## src/rtl/piso_stream.sv

```systemverilog
// -----------------------------------------------------------------------------
// piso_stream
//   Parallel-in / serial-out converter with a valid/ready input handshake.
//   A one-word holding buffer (hold_r) lets back-to-back words stream with no
//   gap bits. shift_en is the bit-rate tick; LSB_FIRST selects the shift order.
//
// Ports
//   clk           system clock, rising edge
//   reset         asynchronous reset, active high
//   din_data      parallel input word (WIDTH bits)
//   din_valid     din_data is valid
//   din_ready     block can accept a word this cycle (decoded from hold_full_r)
//   shift_en      bit-rate tick; tie high for one bit per clock
//   serial_out    serial data
//   serial_valid  serial_out carries a data bit
//   serial_first  serial_out is the first bit of a word
//   serial_last   serial_out is the final bit of a word
//   busy          a word is shifting or waiting in the holding buffer
// -----------------------------------------------------------------------------
module piso_stream #(
    parameter int WIDTH     = 8,
    parameter bit LSB_FIRST = 1'b0
) (
    input  logic             clk,
    input  logic             reset,
    input  logic [WIDTH-1:0] din_data,
    input  logic             din_valid,
    output logic             din_ready,
    input  logic             shift_en,
    output logic             serial_out,
    output logic             serial_valid,
    output logic             serial_first,
    output logic             serial_last,
    output logic             busy
);

    localparam int CW = $clog2(WIDTH + 1);
    localparam logic [CW-1:0] CNT_ONE    = CW'(1);
    localparam logic [CW-1:0] CNT_MAX    = CW'(WIDTH);
    localparam logic [CW-1:0] CNT_PENULT = CW'(WIDTH - 1);

    typedef enum logic [0:0] {
        IDLE  = 1'b0,
        SHIFT = 1'b1
    } state_t;

    state_t             state_r, state_nxt_s;
    logic [WIDTH-1:0]   hold_r, hold_nxt_s;
    logic               hold_full_r, hold_full_nxt_s;
    logic [WIDTH-1:0]   sreg_r, sreg_nxt_s;
    logic [CW-1:0]      cnt_r, cnt_nxt_s;
    logic               out_r, out_nxt_s;
    logic               valid_r, valid_nxt_s;
    logic               first_r, first_nxt_s;
    logic               last_r, last_nxt_s;
    logic               busy_r, busy_nxt_s;
    logic               accept_s;
    logic               load_s;

    // Bit that leaves the word first for the configured shift order.
    function automatic logic first_bit(input logic [WIDTH-1:0] w);
        if (LSB_FIRST) begin
            return w[0];
        end else begin
            return w[WIDTH-1];
        end
    endfunction

    // Word with the first-out bit removed, remaining bits moved toward the exit.
    function automatic logic [WIDTH-1:0] shift_word(input logic [WIDTH-1:0] w);
        if (LSB_FIRST) begin
            return {1'b0, w[WIDTH-1:1]};
        end else begin
            return {w[WIDTH-2:0], 1'b0};
        end
    endfunction

    // Ready depends only on the holding flag, never on din_valid.
    assign din_ready    = ~hold_full_r;
    assign serial_out   = out_r;
    assign serial_valid = valid_r;
    assign serial_first = first_r;
    assign serial_last  = last_r;
    assign busy         = busy_r;

    // Next-state, datapath and output decode.
    always_comb begin
        state_nxt_s = state_r;
        sreg_nxt_s  = sreg_r;
        cnt_nxt_s   = cnt_r;
        out_nxt_s   = out_r;
        valid_nxt_s = valid_r;
        first_nxt_s = first_r;
        last_nxt_s  = last_r;
        load_s      = 1'b0;
        accept_s    = din_valid & ~hold_full_r;

        case (state_r)
            IDLE: begin
                if (shift_en && hold_full_r) begin
                    load_s = 1'b1;
                end else if (shift_en) begin
                    out_nxt_s   = 1'b0;
                    valid_nxt_s = 1'b0;
                    first_nxt_s = 1'b0;
                    last_nxt_s  = 1'b0;
                end else begin
                    state_nxt_s = IDLE;
                end
            end
            SHIFT: begin
                if (shift_en && (cnt_r < CNT_MAX)) begin
                    out_nxt_s   = first_bit(sreg_r);
                    sreg_nxt_s  = shift_word(sreg_r);
                    cnt_nxt_s   = cnt_r + CNT_ONE;
                    first_nxt_s = 1'b0;
                    last_nxt_s  = (cnt_r == CNT_PENULT);
                end else if (shift_en && hold_full_r) begin
                    // Last bit period ends with the next word waiting: gapless reload.
                    load_s = 1'b1;
                end else if (shift_en) begin
                    state_nxt_s = IDLE;
                    out_nxt_s   = 1'b0;
                    valid_nxt_s = 1'b0;
                    first_nxt_s = 1'b0;
                    last_nxt_s  = 1'b0;
                    cnt_nxt_s   = {CW{1'b0}};
                end else begin
                    state_nxt_s = SHIFT;
                end
            end
            default: begin
                state_nxt_s = IDLE;
                valid_nxt_s = 1'b0;
                out_nxt_s   = 1'b0;
            end
        endcase

        // Loading presents the first bit immediately and parks the rest in sreg.
        if (load_s) begin
            state_nxt_s = SHIFT;
            out_nxt_s   = first_bit(hold_r);
            sreg_nxt_s  = shift_word(hold_r);
            cnt_nxt_s   = CNT_ONE;
            valid_nxt_s = 1'b1;
            first_nxt_s = 1'b1;
            last_nxt_s  = 1'b0;
        end else begin
            cnt_nxt_s = cnt_nxt_s;
        end

        // A new word takes precedence over consumption, so the flag stays set.
        if (accept_s) begin
            hold_nxt_s      = din_data;
            hold_full_nxt_s = 1'b1;
        end else if (load_s) begin
            hold_nxt_s      = hold_r;
            hold_full_nxt_s = 1'b0;
        end else begin
            hold_nxt_s      = hold_r;
            hold_full_nxt_s = hold_full_r;
        end

        busy_nxt_s = (state_nxt_s == SHIFT) | hold_full_nxt_s;
    end

    // State, datapath and output registers.
    always_ff @(posedge clk or posedge reset) begin
        if (reset) begin
            state_r     <= IDLE;
            hold_r      <= {WIDTH{1'b0}};
            hold_full_r <= 1'b0;
            sreg_r      <= {WIDTH{1'b0}};
            cnt_r       <= {CW{1'b0}};
            out_r       <= 1'b0;
            valid_r     <= 1'b0;
            first_r     <= 1'b0;
            last_r      <= 1'b0;
            busy_r      <= 1'b0;
        end else begin
            state_r     <= state_nxt_s;
            hold_r      <= hold_nxt_s;
            hold_full_r <= hold_full_nxt_s;
            sreg_r      <= sreg_nxt_s;
            cnt_r       <= cnt_nxt_s;
            out_r       <= out_nxt_s;
            valid_r     <= valid_nxt_s;
            first_r     <= first_nxt_s;
            last_r      <= last_nxt_s;
            busy_r      <= busy_nxt_s;
        end
    end

endmodule

```

## config.mk

```make
export PLATFORM = sky130hd
export DESIGN_NAME = piso_stream
export DESIGN_NICKNAME = d
export VERILOG_FILES = /design/src/rtl/piso_stream.sv
export SDC_FILE = /design/constraint.sdc
export NUM_CORES = 1
export LEC_CHECK = 0
export ABC_CLOCK_PERIOD_IN_PS = 1600
export CORE_AREA = 2 2 73 75
export DETAILED_ROUTE_END_ITERATION = 10
export DIE_AREA = 0 0 75 77
export PLACE_DENSITY = 0.44
export SETUP_SLACK_MARGIN = 0.1
export SYNTH_ARGS = -nofsm -noshare
export SYNTH_HDL_FRONTEND = slang
export SYNTH_SLANG_ARGS = --single-unit
```

## constraint.sdc

```tcl
create_clock -name clk -period 1.6 [get_ports clk]
set_input_delay 0.32 -clock clk [delete_from_list [all_inputs] [get_ports clk]]
set_output_delay 0.32 -clock clk [all_outputs]
set_load 0.005 [all_outputs]
```

Run 1, clock network drawn from the DEF:
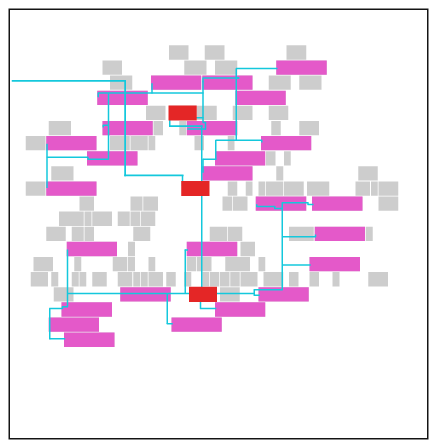
[magenta] flip-flops | count: 26
[red] cells driving clock nets | count: 3
[cyan] clock wires | length: 324 um
routed clock nets: 4
Worst Clk Skew: 0.00135 ns
Clk. pwr: 0.000359 W
clock power share: 0.153

Run 1, supply network:
Pins as bars on the die edge. Tap cells in grey.
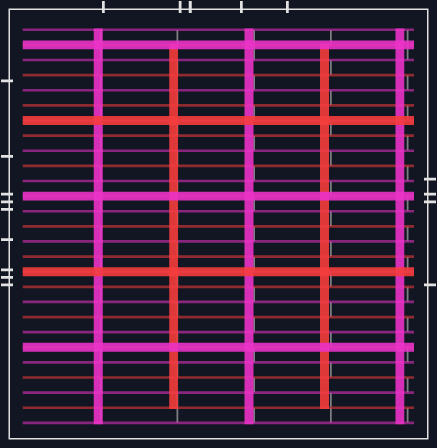
| colour | net |
|---|---|
| red | VDD |
| magenta | VSS |
signal pins: 18
met4 straps: 5
tap cells: 70
rows: 26
die height: 77 um
Worst IR Drop VDD: 0.505 mV

==> ci_impl_report.md, run 1 <==
## PnR job results

| Metric | Value |
|---|---|
| Internal | `approximately 0.0016 W` |
| IO Count | `18` |
| FF-to-FF path depth | `5` |
| Seq. pwr | `approximately 0.0011 W` |
| Comb/total area | `0.292` |
| Fraction of area in registers | `0.446` |
| Die X | `between 70 and 80 um` |
| Adders+Majority by Area | `0.0109` |
| CTS Sinks | `26` |
| Clkbuf count | `3` |
| Main logic family after synthesis | `multiplexers` |
| Seq/Total Area, Yosys | `0.566` |
| Crit end category | `output port` |
| FF/Latch Area | `between 600 and 700 um2` |
| Clock Path Buffers | `2` |
| Slew Viols, Final | `0` |
| Number of H-tree levels | `1` |
| Hold Vio Cnt, Final | `0` |
| Crit-path max cell delay | `between 0.5 and 0.6 ns` |
| Flop count | `26` |
| Status | `completed` |
| Syn Inst Count | `approximately 100` |
| Clk latency late pin | `0.27 ns` |
| Syn Std Cell Area | `roughly 1100 um2` |
| Yosys warnings | `0` |
| CP max stage cell | `clkdlybuf4s50_1` |
| GR Overflow Total | `0` |
| R2R Setup Slk | `approximately 0.25 ns` |
| End of the critical path | `serial_valid` |
| Combinational gates | `63` |
| PnR Total Power | `0.00235 W` |
| Net Switching | `0.000735 W` |
| Mean post-synth cell area | `about 12 um2` |
| Crit path cell chain | `clkdlybuf4s50_1` |
| Hold bufs inserted after CTS | `0` |
| CTS tree | `built` |
| Gpl congestion | `between 0.7 and 0.8` |
| Sw Share | `0.312` |
| Fillcell total | `roughly 540` |
| Avg Vias per Cell | `4.02` |
| Relative slew slack | `0.742` |
| Data required, critical path | `1.28 ns` |
Run 1, track usage over the die:
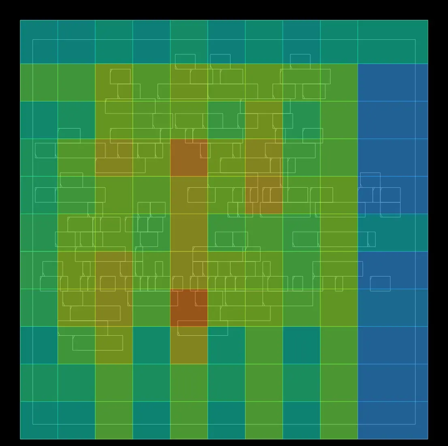
busiest layer in global routing: met1
Routed WL per cell: 10.6 um
GRT met2 Usage: 0.112
GRT Util Overall: 0.0830
grt met1 use: 0.119

run 1: synthesized netlist by cell type:
library cell	instances	area, um2
and2b_1	1	7.51
o21ai_1	1	5.00
buf_8	1	15.0
o22ai_2	1	12.5
nand2_1	16	60.1
nor2_1	3	11.3
nand3b_1	1	7.51
mux2_2	8	90.1
buf_6	3	33.8
nand2_2	1	6.26
a21oi_1	3	15.0
o21ai_2	2	17.5
nor2b_1	2	12.5
nand3_1	3	15.0
inv_1	4	15.0
mux2i_1	8	80.1
buf_4	1	7.51
a21o_1	1	7.51
a22o_1	2	17.5
o21ai_0	8	40.0
dfrtp_1	26	651
and3b_1	1	8.76
ha_1	1	12.5
run 1: sequential cells by signal, indices dropped and copies added, names as in the netlist:
signal and flops:
serial_out 1, serial_first 1, cnt_r 4, sreg_r 7
serial_valid 1, hold_full_r 1, state_r 1, busy 1
hold_r 8, serial_last 1
run 1: metrics by stage:
step | instances | hold slack (ns) | setup slack, ns | util | cell area, um2
floorplan | 98 | 0.360 | 0.414 | - | 1150
global placement | 188 | 0.464 | 0.0159 | 0.283 | 1410
detailed placement | 188 | 0.461 | 0.0101 | 0.283 | 1410
CTS | 192 | 0.419 | 0.129 | 0.293 | 1460
global route | 192 | 0.427 | 0.102 | 0.293 | 1460
finish | 192 | 0.408 | 0.143 | 0.293 | 1460
run 1: cell usage in the layout (no fill, tap or decap), types with 4 or more instances in the layout:
cell type,n
mux2_2,8
o21ai_0,8
dfrtp_1,26
mux2i_1,8
nand2_1,16
buf_4,9
clkdlybuf4s50_1,15
inv_1,4
run 1: per-layer routing:
layer	wire length (um)	GRT usage	up-vias	part of all wire
li1	-	-	382	-
met1	1030	0.119	369	0.50
met5	0	0	-	0
met4	47	0.0429	0	0.023
met2	857	0.112	16	0.42
met3	107	0.0223	5	0.052
==> run 2, diff against run 1 <==
- CAP_MARGIN: default -> 5
Run 2, track usage over the die:
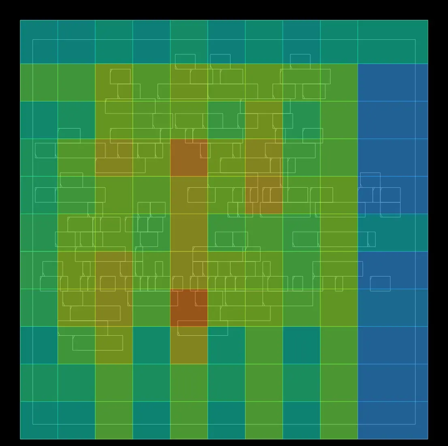
met3 usage: 0.0223
final core utilization: 0.293

==> run 2 against run 1 <==
  * Utilization stayed put
  * Clock power hardly changed
  * Routed wire length stayed put
  * Largest cell class unchanged
  * Largest power group unchanged
  * Highest routed layer unchanged
==> ci_impl_report.md, run 2 <==
## PnR job results

| Metric | Value |
|---|---|
| Status | `completed` |
| Crit path cell chain | `clkdlybuf4s50_1` |
| Most frequent cell after synthesis | `dfrtp_1` |
| Worst Clk Skew | `around 0.0014 ns` |
| Synth cell count leaders | `26 x dfrtp_1, 16 x nand2_1, 8 x mux2_2, 8 x mux2i_1, 8 x o21ai_0` |
| Internal | `0.00162 W` |
| Number of H-tree levels | `1` |
| Seq/Total Area, Yosys | `0.566` |
| Avg Vias per Cell | `~4.0` |
| Final Instance Area | `approximately 1500 um2` |
| Most instantiated logic cells after routing | `26 x dfrtp_1, 16 x nand2_1, 15 x clkdlybuf4s50_1, 9 x buf_4` |
| Hold Vio Cnt, Final | `0` |
| Top_reg_cell synth | `dfrtp_1` |
| Gpl congestion | `0.711` |
| FF-to-FF path depth | `5` |
| Fillcell total | `~540` |
| Max-area cell share | `0.566` |
| Crit-path max cell delay | `between 0.5 and 0.6 ns` |
| Synth area leaders | `dfrtp_1 57%, mux2_2 7.8%, mux2i_1 7.0%` |
| Die height | `just under 80 um` |
| Slew Viols, Final | `0` |
| Largest registers | `hold_r: 8 flops, sreg_r: 7 flops, cnt_r: 4 flops` |
| IO Count | `18` |
| Mean post-synth cell area | `11.7 um2` |
| Dpl ws | `between 0.01 and 0.015 ns` |
| FF/Latch Area | `between 600 and 700 um2` |
| Die X | `roughly 75 um` |
| Syn Std Cell Area | `~1100 um2` |
| Worst IR Drop VDD | `about 0.50 mV` |
| Data required, critical path | `~1.3 ns` |
| Adders+Majority by Area | `0.0109` |
| Relative slew slack | `0.742` |
| CP max stage cell | `clkdlybuf4s50_1` |
| Fraction of registers with async set/reset | `1.00` |
| Worst Slack Setup Final | `between 0.1 and 0.15 ns` |
| Clock Path Buffers | `2` |
| Main logic family after synthesis | `multiplexers` |
| Largest reg by FF count | `hold_r` |
| Largest area contributor in the synthesized netlist | `dfrtp_1` |
| Clk latency late pin | `0.27 ns` |
| Clock power share | `0.153` |
| End of the critical path | `serial_valid` |
| Hold bufs inserted after CTS | `0` |
| GRT Util Overall | `0.0830` |
| CTS Sinks | `26` |
| Commonest Layout Cell | `dfrtp_1` |
-- run 2: cell counts after synthesis --
No cell type changed its count.
-- run 2: metal layers --
metal	wire [um]	vias to the layer above	part of all wire	GRT usage
met1	1030	369	0.50	0.119
met2	857	16	0.42	0.112
met4	47	0	0.023	0.0429
met5	0	-	0	0
met3	107	5	0.052	0.0223
li1	-	382	-	-
-- run 2: power by group through the flow --
stage | sequential (W) | combinational (W) | clock, W
2_1_floorplan | 0.00110 | 0.000645 | 0
3_3_place_gp | 0.00116 | 0.000858 | 0
3_5_place_dp | 0.00116 | 0.000864 | 0
4_1_cts | 0.00114 | 0.000886 | 0.000374
5_1_grt | 0.00118 | 0.000989 | 0.000401
6_report | 0.00113 | 0.000864 | 0.000359
-- run 2: area by class of cell --
cell class              count  share of cell area
inverters                   4              0.0103
multi-input cells          63               0.292
clock buffers               3              0.0283
repair buffers             26               0.164
well taps                  70              0.0600
flip-flops and latches     26               0.446
-- run 2: through the flow --
stage / power [W] / utilization / instances / hold slack [ns]
after floorplan: 0.00175 / - / 98 / 0.360
after global placement: 0.00202 / 0.283 / 188 / 0.464
after global routing: 0.00257 / 0.293 / 192 / 0.427
after CTS: 0.00240 / 0.293 / 192 / 0.419
after detailed placement: 0.00202 / 0.283 / 188 / 0.461
final: 0.00235 / 0.293 / 192 / 0.408
-- run 2: tightest hold or removal path: stages --
cell	delay, ns
clkdlybuf4s50_1	0.40
inv_1	0.05
buf_4	0.31
-- run 2: timing repair --
item,4_1_cts,5_1_grt
endpoints found under the hold margin,0,0
gates cloned,0,0
setup endpoints to repair,1,1
resized,1,1
buffers inserted,1,0
Power is estimated from default activity; no workload was simulated.
